[src/rtl/grid_cursor_ctrl.sv]
// grid_cursor_ctrl: arrow-key front end for the VGA game.
// Synchronizes raw buttons, turns a single held arrow key into an initial
// step event plus timed auto-repeat events, and applies those events to a
// ROWS x COLS grid cursor (grid play) or a saturating level selector
// (level select).
//
// Repeat FSM
//   state     | meaning
//   ----------+-------------------------------------------------------------
//   ST_IDLE   | no valid key held; next valid key fires an event at once
//   ST_HOLD   | key held, counting down REPEAT_DELAY to the first repeat
//   ST_REPEAT | key still held, firing an event every REPEAT_PERIOD cycles
module grid_cursor_ctrl #(
  parameter int ROWS          = 6,
  parameter int COLS          = 6,
  parameter int LEVELS        = 4,
  parameter int WRAP          = 0,
  parameter int REPEAT_DELAY  = 12_500_000,
  parameter int REPEAT_PERIOD = 5_000_000
) (
  input  logic                            clock,
  input  logic                            reset,
  input  logic                            A,
  input  logic [3:0]                      keys,
  input  logic [2:0]                      inputState,
  output logic [$clog2(ROWS*COLS)-1:0]    cursor,
  output logic [$clog2(ROWS)-1:0]         row,
  output logic [$clog2(COLS)-1:0]         col,
  output logic [$clog2(LEVELS+1)-1:0]     level_pending,
  output logic [$clog2(LEVELS+1)-1:0]     level,
  output logic                            move_pulse,
  output logic                            select_pulse
);

  localparam int CW   = $clog2(ROWS*COLS);
  localparam int RW   = $clog2(ROWS);
  localparam int KW   = $clog2(COLS);
  localparam int LW   = $clog2(LEVELS+1);
  localparam int RMAX = (REPEAT_DELAY > REPEAT_PERIOD) ? REPEAT_DELAY : REPEAT_PERIOD;
  localparam int CNTW = $clog2(RMAX+1);

  // Loads are one less than the interval: the count reaches zero on the
  // cycle whose edge must register the next event.
  localparam logic [CNTW-1:0] DLY_LOAD = CNTW'(REPEAT_DELAY-1);
  localparam logic [CNTW-1:0] PER_LOAD = CNTW'(REPEAT_PERIOD-1);
  localparam logic [RW-1:0]   ROW_MAX  = RW'(ROWS-1);
  localparam logic [KW-1:0]   COL_MAX  = KW'(COLS-1);
  localparam logic [LW-1:0]   LVL_MAX  = LW'(LEVELS);
  localparam logic [LW-1:0]   LVL_MIN  = LW'(1);

  localparam logic [2:0] MODE_LEVEL = 3'd1;
  localparam logic [2:0] MODE_GRID  = 3'd2;

  typedef enum logic [1:0] {ST_IDLE, ST_HOLD, ST_REPEAT} rep_state_t;

  logic [3:0]      key_s1, key_s2;
  logic            a_s1, a_s2, a_d;
  rep_state_t      state;
  logic [3:0]      held;
  logic [CNTW-1:0] cnt;

  logic            key_valid;
  logic            step;
  logic            a_rise;
  logic [RW-1:0]   row_nx;
  logic [KW-1:0]   col_nx;
  logic [LW-1:0]   lp_nx;

  // Two-flop synchronizers for the buttons, plus one extra A stage for edge detect.
  always_ff @(posedge clock or posedge reset) begin
    if (reset) begin
      key_s1 <= '0;
      key_s2 <= '0;
      a_s1   <= 1'b0;
      a_s2   <= 1'b0;
      a_d    <= 1'b0;
    end else begin
      key_s1 <= keys;
      key_s2 <= key_s1;
      a_s1   <= A;
      a_s2   <= a_s1;
      a_d    <= a_s2;
    end
  end

  assign key_valid = $onehot(key_s2);
  assign a_rise    = a_s2 & ~a_d;

  // Step event decode: fresh key, changed key, or repeat timer at terminal count.
  always_comb begin
    step = 1'b0;
    if (key_valid) begin
      if (state == ST_IDLE || key_s2 != held) step = 1'b1;
      else if (cnt == '0)                     step = 1'b1;
    end
  end

  // Repeat FSM with down-counting interval timer.
  always_ff @(posedge clock or posedge reset) begin
    if (reset) begin
      state <= ST_IDLE;
      held  <= '0;
      cnt   <= '0;
    end else if (!key_valid) begin
      state <= ST_IDLE;
      held  <= '0;
      cnt   <= '0;
    end else if (state == ST_IDLE || key_s2 != held) begin
      state <= ST_HOLD;
      held  <= key_s2;
      cnt   <= DLY_LOAD;
    end else if (cnt == '0) begin
      state <= ST_REPEAT;
      cnt   <= PER_LOAD;
    end else begin
      cnt   <= cnt - 1'b1;
    end
  end

  // Next grid position for this cycle's event; edges either hold or wrap.
  always_comb begin
    row_nx = row;
    col_nx = col;
    if (step) begin
      if (key_s2[0]) begin
        if (row != '0)         row_nx = row - 1'b1;
        else if (WRAP != 0)    row_nx = ROW_MAX;
      end else if (key_s2[1]) begin
        if (row != ROW_MAX)    row_nx = row + 1'b1;
        else if (WRAP != 0)    row_nx = '0;
      end else if (key_s2[2]) begin
        if (col != '0)         col_nx = col - 1'b1;
        else if (WRAP != 0)    col_nx = COL_MAX;
      end else if (key_s2[3]) begin
        if (col != COL_MAX)    col_nx = col + 1'b1;
        else if (WRAP != 0)    col_nx = '0;
      end
    end
  end

  // Next browsed level: up/down saturate at LEVELS and 1, left/right ignored.
  always_comb begin
    lp_nx = level_pending;
    if (step && key_s2[0] && level_pending != LVL_MAX)
      lp_nx = level_pending + 1'b1;
    else if (step && key_s2[1] && level_pending != LVL_MIN)
      lp_nx = level_pending - 1'b1;
  end

  // Output registers; cursor/row/col always load together so they stay consistent.
  always_ff @(posedge clock or posedge reset) begin
    if (reset) begin
      row           <= '0;
      col           <= '0;
      cursor        <= '0;
      level_pending <= LVL_MIN;
      level         <= LVL_MIN;
      move_pulse    <= 1'b0;
      select_pulse  <= 1'b0;
    end else begin
      move_pulse   <= 1'b0;
      select_pulse <= 1'b0;

      if (inputState == MODE_GRID) begin
        row          <= row_nx;
        col          <= col_nx;
        cursor       <= CW'(int'(row_nx) * COLS + int'(col_nx));
        move_pulse   <= (row_nx != row) || (col_nx != col);
        select_pulse <= a_rise;
      end else begin
        row    <= '0;
        col    <= '0;
        cursor <= '0;
      end

      // A commits the value browsed before this cycle's step.
      if (inputState == MODE_LEVEL) begin
        level_pending <= lp_nx;
        move_pulse    <= (lp_nx != level_pending);
        if (a_rise) level <= level_pending;
      end else begin
        level_pending <= level;
      end
    end
  end

endmodule

[config.mk]
export PLATFORM = sky130hd
export DESIGN_NAME = grid_cursor_ctrl
export DESIGN_NICKNAME = d
export VERILOG_FILES = /design/src/rtl/grid_cursor_ctrl.sv
export SDC_FILE = /design/constraint.sdc
export NUM_CORES = 1
export LEC_CHECK = 0
export ABC_AREA = 1
export CORE_MARGIN = 1
export CORE_UTILIZATION = 40
export CTS_CLUSTER_SIZE = 16
export DETAILED_ROUTE_END_ITERATION = 8
export GPL_TIMING_DRIVEN = 0
export RECOVER_POWER = 50
export SYNTH_ARGS = -nofsm -noshare
export SYNTH_HDL_FRONTEND = slang
export SYNTH_SLANG_ARGS = --single-unit
[constraint.sdc]
create_clock -name clock -period 5.2 [get_ports clock]
set_input_delay 1.04 -clock clock [delete_from_list [all_inputs] [get_ports clock]]
set_output_delay 1.04 -clock clock [all_outputs]
set_load 0.01 [all_outputs]
==> qor.yml <==
outcome:
  run_status: "finished, violations left"
  violations: "capacitance limit, slew limit"
worst_setup_path:
  slowest_stage: "sky130_fd_sc_hd__fa_1"
  rr_startpoint: "key_s2[0]"
  timing.critical_path.arrival_ps: 4320
  crit_start: "key_s2[0]"
  path_cells: "inv_1 -> fa_1 -> inv_1 -> ha_1 -> ha_1 -> nor3_4 -> nand2_8 -> inv_6 -> nand4_1 -> nand2_1 -> xor2_1 -> inv_1 -> ha_1 -> fa_1 -> nand2_1 -> inv_1 -> nand3_2 -> nand2_1 -> nand2_1 -> nor2_1"
  req_time_crit_path_ps: 5440
  critical-path-max-stage-delay_ps: 560
  timing.critical_path.fanout_max: 10
  timing.critical_path.max_delay_family: "adder cells"
  worstSetupEndpointType: "flop"
  worst-path-buf-inv: 5
  worst_setup_path_start_kind: "flop"
  critical_path_class: "reg -> reg"
clocking:
  post_cts_resize_count: 0
  clk_pin_slew_ps: 80
  clkLatencyLatePin_ps: 350
  clock_sink_count: 60
  cts_hold_buffers: 0
  cts_tree: "built"
  clk_root_buffer_cell: "sky130_fd_sc_hd__clkbuf_8"
  cts.repair_timing.setup_buffer_count: 0
  ctsHtreeMaxLevel: 3
  clk_path_buf_depth: 2
yosys:
  synth.ff_latch_count: 60
  post_synth.cell_area_avg_sq_um: 8.32
  synth.yosys.chip_area_sq_mm: 0.00357
  synth_area_sq_mm: 0.00357
  ys_dominant_reg_cell: "sky130_fd_sc_hd__dfrtp_1"
  synth_nets: 462
  edf_count: 0
  yosys_cell_count: 429
  synth_async_sr_flop_share: 1.00
  synth-warning-count: 0
  synth-seq-area-share: 0.421
  syn-instance-count: 429
  netlist-cell-type-count: 44
floorplan:
  die_x_microns: 96.5
  initCoreUtil: 0.411
  design.portCount: 30
  placeableCoreArea_sq_mm: 0.00868
  die_area_sq_mm: 0.00931
  fp_rows: 34
  die_height_microns: 96.5
placement:
  numPortBuffers: 29
  post-dp-hpwl_microns: 5410
  finalWeightedCongestion: 0.819
timing:
  final.setup_skew_ps: 11.2
  count_of_endpoints_failing_setup_in_the_final_report: 0
  finalMaxSlewViolations: 37
  rsz0062_at_grt: "false"
  timing.max_slew.rel_slack: -0.282
  tcrit_tclk_final: 0.784
  worst_hold_slack_ps: 346
  setup_total_negative_slack_ps: 0
  max_clock_freq_mhz: 245
route:
  detailedRoute.firstPassIterationCount: 4
  post_drt_wl_per_cell_microns: 12.4
  finalWirelength_microns: 7240
  drt-initial-drc-count: 123
  ant_nets: 0
  drc: 0
  via_count: 2784
  routed_via_density: 4.78
power_and_ir_drop:
  power_density_mw_per_mm2: 352
  power.static_leakage_nw: 2.06
  vdd_ir_drop_max_uv: 196
global_route:
  grt_residual_overflow: 0
  grt_usage: 0.173
  grt_start_max_net_pins: 37
  number_of_global_route_vias_before_repair: 2741
layout:
  top_logic_cell_by_instance_count_in_the_layout: "sky130_fd_sc_hd__nand2_1"
  net_count_of_the_finished_layout: 503
  antennaDiodeCount: 0
  final_layout_size_suffix_gt1_frac: 0.128
  area_delta_synth_final_pct: 18.3
hold_path:
  hold_class: "reg -> reg"
  worstHoldStart: "key_s1[3]"
job:
  log.warning_count: 36
  max_cap_viol_count: 1
==> layer usage <==
| layer | global-route usage | vias up | wire [microns] |
|---|---|---|---|
| met5 | 0 | - | 0 |
| met4 | 0.0515 | 0 | 99 |
| met3 | 0.0548 | 8 | 319 |
| met2 | 0.287 | 53 | 3410 |
| met1 | 0.215 | 1267 | 3410 |
| li1 | - | 1456 | - |
==> synth_stat cells, drive strengths merged, types with 2 or more instances <==
cell type / instances / area share
o21ai: 29 / 0.041
inv: 66 / 0.071
or2: 2 / 0.0042
nor3: 10 / 0.022
nor2: 68 / 0.094
nand2: 92 / 0.11
fa: 2 / 0.011
a21oi: 16 / 0.022
xor2: 7 / 0.017
dfrtp: 58 / 0.41
ha: 21 / 0.074
o31ai: 4 / 0.0084
nor4: 2 / 0.0035
dfstp: 2 / 0.015
nand4: 6 / 0.011
nand3: 25 / 0.048
buf: 2 / 0.0035
xnor2: 6 / 0.015
==> where the power goes <==
group | total, mW | internal (mW) | switching [mW] | leakage, nW
Sequential | 0.575 | 0.521 | 0.0537 | 0.782
Clock | 0.474 | 0.272 | 0.202 | 0.106
Combinational | 0.436 | 0.161 | 0.275 | 1.18
Total | 1.49 | 0.954 | 0.531 | 2.06
==> layout make-up <==
| cell class | instances | area [sq um] |
|---|---|---|
| clock buffers | 9 | 124 |
| flip-flops and latches | 60 | 1500 |
| repair buffers | 30 | 294 |
| fillers | 868 | 4450 |
| clock inverters | 7 | 101 |
| well taps | 108 | 135 |
| plain buffers | 3 | 16.3 |
| inverters | 66 | 253 |
| multi-input cells | 300 | 1800 |
==> cells by family (layout without fill, tap and decap cells) <==
logic type,count (synthesis),in the layout,share of synthesized area
AND/OR/NAND/NOR,208,208,0.300
buffers and inverters,69,115,0.0754
flip-flops,60,60,0.421
AND-OR/OR-AND,56,56,0.0866
adder cells (fa/ha/maj),23,23,0.0848
XOR/XNOR,13,13,0.0319
==> final timing paths <==
path / endpoint / slack (ps) / cells past startpoint
max in group asynchronous: cursor[2] / 1540 / 3
min in group asynchronous: cnt[21] / 1350 / 2
max: cursor[5] / 1130 / 20
max reg2reg: cursor[5] / 1130 / 20
min: key_s2[3] / 350 / 0
min reg2reg: key_s2[3] / 350 / 0
==> flip-flops by register name, indices dropped and copies added, names as in the netlist <==
signal         cells
cnt               24
cursor             5
held               4
key_s1             4
key_s2             4
col                3
level              3
level_pending      3
row                3
state              2
a_d                1
a_s1               1
a_s2               1
move_pulse         1
select_pulse       1
==> through the flow <==
step                      cells  setup slack (ps)  power, mW  utilization  area, sq um
after CTS                   583              1080       1.51        0.489         4240
after global placement      566              1150       1.01        0.460         4000
final                       583              1130       1.49        0.487         4220
after floorplan             429              1510      0.920            -         3570
after detailed placement    567              1110       1.02        0.463         4020
after global routing        583               875       1.58        0.487         4220
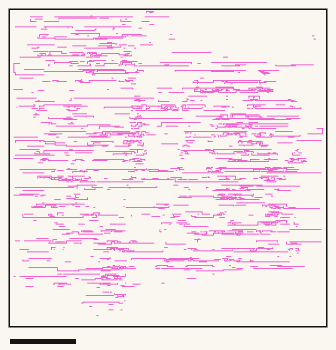
*The metal 1 layer*
Scale bar: 20 microns.
The longest straight run is 24.4 microns. The layer carries 3410 microns of wire.

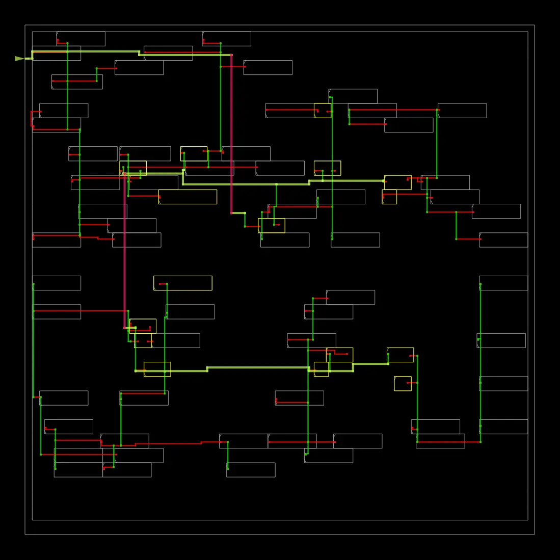
*Clock wiring as the flow saved it*
count of flip-flops and latches: 60
clock buffer count from CTS: 9
clock buffers: 9

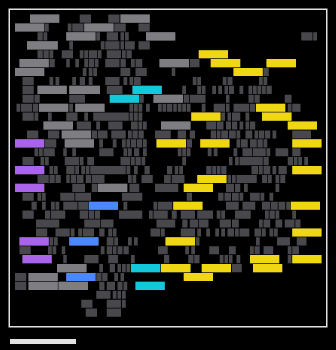
*Sequential cells grouped by signal name*
Scale bar: 20 microns.
Key: cnt = yellow [flops 24]; col = blue [flops 3]; held = cyan [flops 4]; cursor = purple [flops 5, where left middle]
Another 24 sequential cells are not coloured.

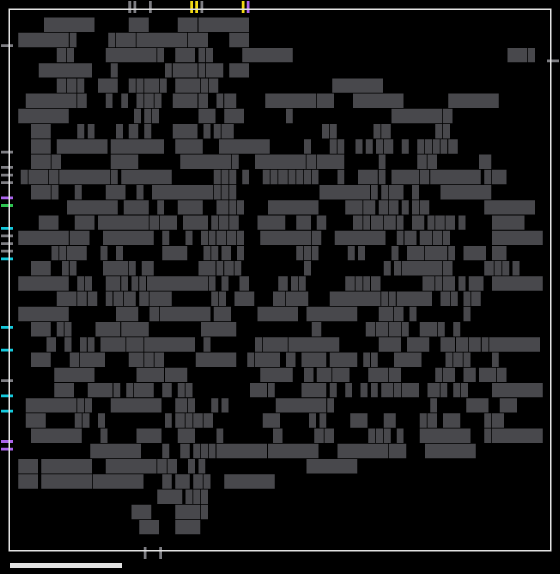
*Pin map*
Scale bar: 20 microns. Pins as bars across the die edge, other pins in grey.
Key: keys = purple [pins 4, direction input, edge 3 left, 1 top]; select_pulse = green [pins 1, direction output, edge left]; level_pending = yellow [pins 3, direction output, edge top]; cursor = cyan [pins 6, direction output, edge left]
All pins by edge: 19 left, 8 top, 2 bottom, 1 right.

Power figures rest on the tool's default switching activity, not on a simulated workload.
